File: src/rtl/computer16_pkg.sv
// Shared definitions for the 16-bit computer slice units.
//   WIDTH_DEFAULT : default operand/result width
//   SLICE_W       : width of one shared logic slice
//   state_t       : sequencer states for multi-cycle slice units
//   id_t          : requester index carried with a response
package computer16_pkg;

  localparam int WIDTH_DEFAULT = 16;
  localparam int SLICE_W       = 4;

  typedef enum logic [1:0] {
    IDLE = 2'd0,
    RUN  = 2'd1,
    DONE = 2'd2
  } state_t;

  typedef logic id_t;

endpackage

File: src/rtl/Or4.sv
// Or4: the 4-bit OR slice shared by the multi-cycle OR unit.
//   a, b : slice operands
//   out  : a | b
module Or4 (
  input  logic [3:0] a,
  input  logic [3:0] b,
  output logic [3:0] out
);

  assign out = a | b;

endmodule

File: src/rtl/or16_slice_sched.sv
// or16_slice_sched: WIDTH-bit OR computed over NSLICE passes of one shared
// Or4 slice, low nibble first. Two requesters share the unit through
// round-robin arbitration; one response channel returns result and owner.
//   clk, rst               : clock, synchronous active-high reset
//   req0_* / req1_*        : valid/ready request channels with operands a, b
//   rsp_valid / rsp_ready  : response handshake
//   rsp_out, rsp_id        : a | b of the accepted pair and its requester
module or16_slice_sched
  import computer16_pkg::*;
#(
  parameter int WIDTH = WIDTH_DEFAULT,
  parameter int SLICE = SLICE_W
) (
  input  logic             clk,
  input  logic             rst,
  input  logic             req0_valid,
  output logic             req0_ready,
  input  logic [WIDTH-1:0] req0_a,
  input  logic [WIDTH-1:0] req0_b,
  input  logic             req1_valid,
  output logic             req1_ready,
  input  logic [WIDTH-1:0] req1_a,
  input  logic [WIDTH-1:0] req1_b,
  output logic             rsp_valid,
  input  logic             rsp_ready,
  output logic [WIDTH-1:0] rsp_out,
  output logic             rsp_id
);

  localparam int NSLICE = WIDTH / SLICE;
  localparam int CNT_W  = (NSLICE > 1) ? $clog2(NSLICE) : 1;
  localparam logic [CNT_W-1:0] CNT_LAST = CNT_W'(NSLICE - 1);

  state_t state, state_nx;
  logic [CNT_W-1:0] cnt;
  id_t  last_grant, grant, id_q;
  logic grant_vld, accept, rsp_valid_q;

  // Operands and result held as slice-indexed packed arrays so the pass
  // counter selects a nibble directly.
  logic [NSLICE-1:0][SLICE-1:0] a_q, b_q, res_q;
  logic [SLICE-1:0] slice_out;

  // Round-robin: a lone requester always wins; on contention the one that
  // did not win last time goes. last_grant resets to 1 so requester 0 wins
  // the first contended round.
  always_comb begin
    grant     = last_grant;
    grant_vld = 1'b0;
    unique case ({req1_valid, req0_valid})
      2'b01:   begin grant = 1'b0;        grant_vld = 1'b1; end
      2'b10:   begin grant = 1'b1;        grant_vld = 1'b1; end
      2'b11:   begin grant = ~last_grant; grant_vld = 1'b1; end
      default: begin grant = last_grant;  grant_vld = 1'b0; end
    endcase
  end

  // Next state and handshake outputs. ready is only offered in IDLE, so a
  // requester arriving mid-operation simply waits with valid held.
  always_comb begin
    state_nx   = state;
    req0_ready = 1'b0;
    req1_ready = 1'b0;
    case (state)
      IDLE: begin
        req0_ready = grant_vld && (grant == 1'b0) && !rst;
        req1_ready = grant_vld && (grant == 1'b1) && !rst;
        if (req0_ready || req1_ready) state_nx = RUN;
      end
      RUN:     if (cnt == CNT_LAST) state_nx = DONE;
      DONE:    if (rsp_ready) state_nx = IDLE;
      default: state_nx = IDLE;
    endcase
  end

  assign accept = req0_ready || req1_ready;

  always_ff @(posedge clk) begin
    if (rst) state <= IDLE;
    else     state <= state_nx;
  end

  Or4 u_or4 (
    .a   (a_q[cnt]),
    .b   (b_q[cnt]),
    .out (slice_out)
  );

  always_ff @(posedge clk) begin
    if (rst) begin
      cnt         <= '0;
      rsp_valid_q <= 1'b0;
      res_q       <= '0;
      id_q        <= 1'b0;
      last_grant  <= 1'b1;
      a_q         <= '0;
      b_q         <= '0;
    end else begin
      case (state)
        IDLE: if (accept) begin
          a_q        <= grant ? req1_a : req0_a;
          b_q        <= grant ? req1_b : req0_b;
          id_q       <= grant;
          last_grant <= grant;
          cnt        <= '0;
          res_q      <= '0;
        end
        RUN: begin
          res_q[cnt] <= slice_out;
          // Counter returns to 0 only alongside the move to DONE.
          if (cnt == CNT_LAST) begin
            cnt         <= '0;
            rsp_valid_q <= 1'b1;
          end else begin
            cnt <= cnt + 1'b1;
          end
        end
        DONE: if (rsp_ready) rsp_valid_q <= 1'b0;
        default: ;
      endcase
    end
  end

  assign rsp_valid = rsp_valid_q;
  assign rsp_out   = res_q;
  assign rsp_id    = id_q;

endmodule

File: config.mk
export PLATFORM = sky130hd
export DESIGN_NAME = or16_slice_sched
export DESIGN_NICKNAME = d
export VERILOG_FILES = /design/src/rtl/computer16_pkg.sv /design/src/rtl/Or4.sv /design/src/rtl/or16_slice_sched.sv
export SDC_FILE = /design/constraint.sdc
export NUM_CORES = 1
export LEC_CHECK = 0
export CORE_MARGIN = 10
export CORE_UTILIZATION = 45
export CTS_CLUSTER_SIZE = 24
export DETAILED_ROUTE_END_ITERATION = 10
export GPL_ROUTABILITY_DRIVEN = 0
export PLACE_DENSITY_LB_ADDON = 0.25
export SLEW_MARGIN = 20
export SYNTH_ARGS = -nofsm -noshare
export SYNTH_HDL_FRONTEND = slang
export SYNTH_SLANG_ARGS = --single-unit
File: constraint.sdc
create_clock -name clk -period 2.5 [get_ports clk]
set_clock_uncertainty 0.15 [all_clocks]
set_input_delay 0.625 -clock clk [delete_from_list [all_inputs] [get_ports clk]]
set_output_delay 0.625 -clock clk [all_outputs]
set_load 0.02 [all_outputs]
==> run notes <==
Figures from the implementation reports.

- The largest combinational cell category by area reads AND-OR/OR-AND gates.
- Yosys mapped a number of flops with a built-in enable equal to 0.
- The critical register-to-register path endpoint reads a_q[12]$_SDFFE_PP0P_.
- Counting instances in the post-synthesis netlist gives the leading cell types as 55 x sky130_fd_sc_hd__dfxtp_1, 39 x sky130_fd_sc_hd__a21oi_1, 33 x sky130_fd_sc_hd__nand3_1, 33 x sky130_fd_sc_hd__o21ai_0, 22 x sky130_fd_sc_hd__a311oi_1.
- The total CTS buffers is 5.
- The post-synthesis compound-gate area fraction is 32.41%.
- Per STA, the endpoint of the critical path is req0_ready.
- The most common cell after layout, fill and taps aside reads sky130_fd_sc_hd__clkdlybuf4s50_1.
- The ratio of total power to cell area is 515.4 nW/µm².
- Yosys reported that registers with async set or reset make up 0%.
- The run finished with clean final reports.
- For this run, the final setup violation count is recorded as 0.
- The tally of yosys warning messages is 0.
- Counting distinct cell types in the post-synthesis netlist gives 39.
- The maximum clock frequency reads 0.4106 GHz.
- After clock tree synthesis, the repair step resized 3 gates.
- The net switching power in the latest report is 0.5426 mW.
- The power report lists cell-internal power as 1.469 mW.
- The sum of net half-perimeters after detailed placement reads 5.924 mm.
- The area share of the leading cell type in the synthesized netlist reads 38.23%.
- The most instantiated library cell after synthesis reads sky130_fd_sc_hd__dfxtp_1.
- The worst hold slack across all endpoints reads 0.3299 ns.
- The antenna violation net count after detailed routing reads 0.
- The number of top-level pins is 89.
- Tracing the worst setup path back leads to its startpoint at req1_valid.
- The post-CTS repair timing setup buffer count is 0.
- The cts-stage hold buffer count reads 0.
- After synthesis, the mean cell area works out to 9.443 µm².
- The worst endpoint data arrival time is 1.66 ns.
- The die outline area is 10000 µm².
- The total overflow reported by the global router is 0.
- When the netlist entered floorplanning its net count stood at 378.
- The library cell with the largest summed area after synthesis is sky130_fd_sc_hd__dfxtp_1.
- The total count of max-transition violations in the final report is 0.
- The share of total power in combinational logic is 23.6%.
- The cell-mix breakdown from Yosys lists the XOR/XNOR area share as 0%.
- The final cycle utilization of the critical path is 97.41%.
- The mapped cell area reads 2880 µm².
- The dominant synthesized flop cell is sky130_fd_sc_hd__dfxtp_1.
- The maximum vdd ir drop is 0.3118 mV.
- The core region is 6277 µm².
- The count of state elements after synthesis reads 55.
- The post-synthesis share of cell area spent on full adders, half adders and majority gates reads 1.738%.
- The transition time at the pin with the least slew margin reads 0.8479 ns.
- The tally of max-capacitance violations is 0.
- The number of global-route vias before repair reads 2821.
- The number of iterations in the first detailed-routing pass reads 4.
- Power comes to 2.012 mW.
- The layout cell share with drive strength beyond 1 is 12.76%.
[worst max-delay path, cell delays in order]
cell,delay (ns)
sky130_fd_sc_hd__clkdlybuf4s50_1,0.47
sky130_fd_sc_hd__inv_1,0.05
sky130_fd_sc_hd__o211a_1,0.22
sky130_fd_sc_hd__clkdlybuf4s15_1,0.29
[metal layers]
layer	part of all wire, %	wire [µm]	GRT usage (%)	vias to the layer above
met1	42	3357	17.38	1242
met5	0	0	0	-
met4	0.72	58	2.609	0
li1	-	-	-	1342
met2	50	4014	28.47	69
met3	7.5	606	5.701	8
[cell type report]
class | instances | area [µm²] | area share, %
clock buffers | 6 | 72.57 | 1.859
clock inverters | 1 | 30.03 | 0.7692
inverters | 4 | 15.01 | 0.3846
multi-input cells | 214 | 1535 | 39.33
flip-flops and latches | 55 | 1101 | 28.21
well taps | 77 | 96.34 | 2.468
repair buffers | 104 | 1054 | 26.99
[how the worst min path moves through the flow]
stage | start | endpoint | slack (ns) | depth (start not counted)
after floorplan | b_q[10]$_SDFFE_PP0P_ | b_q[10]$_SDFFE_PP0P_ | 0.34 | 2
after global placement | rsp_out[7]$_SDFFE_PP0P_ | rsp_out[7]$_SDFFE_PP0P_ | 0.31 | 1
after detailed placement | rsp_out[7]$_SDFFE_PP0P_ | rsp_out[7]$_SDFFE_PP0P_ | 0.32 | 1
after CTS | rsp_valid$_SDFFE_PP0P_ | rsp_valid$_SDFFE_PP0P_ | 0.33 | 2
after global routing | rsp_out[7]$_SDFFE_PP0P_ | rsp_out[7]$_SDFFE_PP0P_ | 0.34 | 1
final | rsp_valid$_SDFFE_PP0P_ | rsp_valid$_SDFFE_PP0P_ | 0.33 | 2
[cells by family after synthesis]
family / Yosys count
compound gates: 129
fa+ha+maj: 4
buf+inv: 36
flops: 55
simple gates: 81
[flip-flops by register name, summed over array words and instances (netlist names)]
register and cells:
rsp_valid 1, rsp_out 16, last_grant 1, cnt 2, state 2, a_q 16, b_q 16, rsp_id 1
[stage by stage]
step,area (µm²),TNS (ns)
2_1_floorplan,2880,0
3_3_place_gp,3806,-1.455
3_5_place_dp,3806,-1.894
4_1_cts,3908,0
5_1_grt,3904,0
6_report,3904,0
[power groups by stage]
| stage | Sequential [mW] | Clock, mW | Combinational (mW) |
|---|---|---|---|
| global route | 0.983 | 0.607 | 0.522 |
| detailed placement | 0.994 | 0 | 0.477 |
| global placement | 0.992 | 0 | 0.468 |
| CTS | 0.974 | 0.568 | 0.478 |
| finish | 0.974 | 0.564 | 0.474 |
| floorplan | 0.986 | 0 | 0.283 |
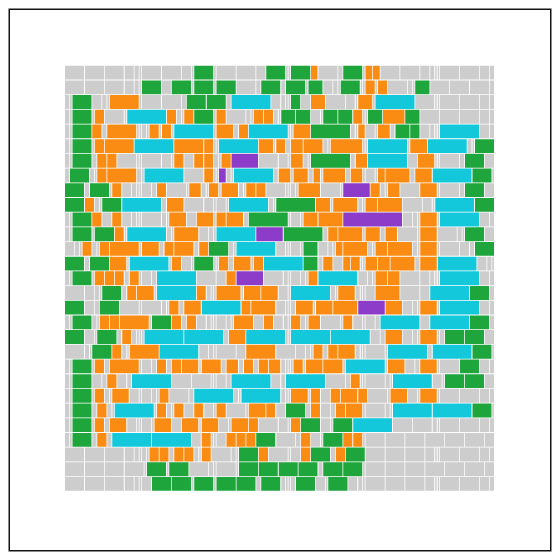
*Placed cells, one colour a class*
Fill, decap, tap and diode cells in grey.
remaining buffers and delay cells -> green  # cells 104
sequential cells -> cyan  # cells 55
combinational and other logic -> orange  # cells 218
clock drivers and dummy loads -> purple  # cells 7

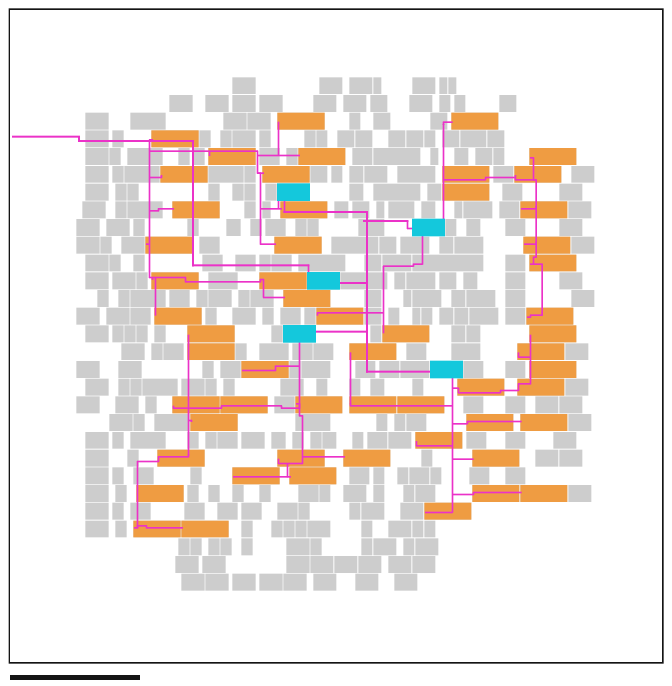
*Routed clock nets over the placement*
Scale bar: 20 µm.
clock wires -> magenta  # length 588 µm
clock drivers -> cyan  # count 5
flip-flops -> orange  # count 55
routed clock nets = 6
Clk Latency, worst-skew pair: 0.30 ns
Clock Power Share: 28.0%
total clock network power: 0.564 mW

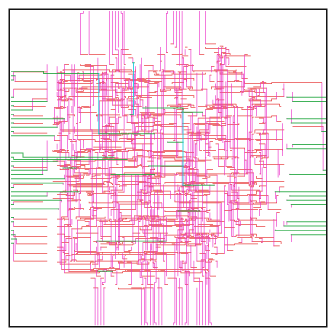
*Wiring by layer*
metal 2 -> magenta  # wire length 4010 µm
metal 1 -> red  # wire length 3360 µm
metal 3 -> green  # wire length 607 µm
metal 4 -> cyan  # wire length 58.5 µm
GRT Util Overall: 15.72%
via total after detailed routing: 2661
Routed WL: 8.037 mm
WL/cell: 17.43 µm

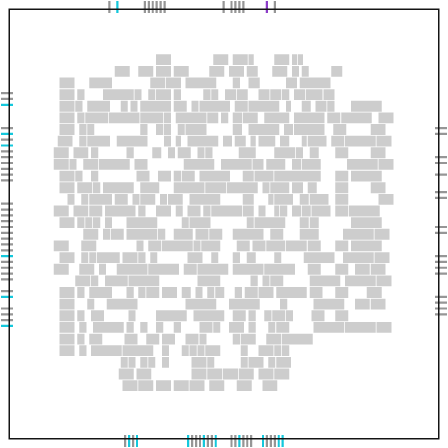
*I/O pins on the die edge*
Pins as bars across the die edge, other pins in grey.
`rsp_ready` -> purple  # pins 1, direction input, edge top
`req0_a` -> cyan  # pins 16, direction input, edge 9 bottom, 6 left, 1 top
all pins by edge = 33 left, 24 bottom, 17 right, 15 top
Port Buffers: 88
die y size: 100.0 µm
Die W: 100.0 µm

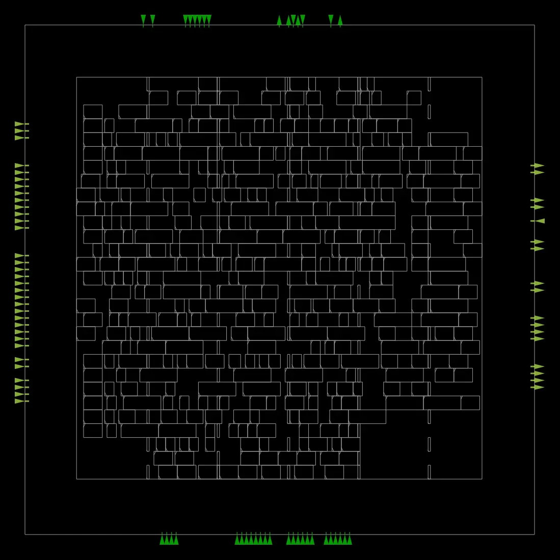
*Placement view*
Final Instance Count excl. Fillers: 461
fin util: 62.19%
sequential cell count of the final layout: 55
tapcells inserted: 77
fillcell total: 590

Power and IR drop assume default switching activity.
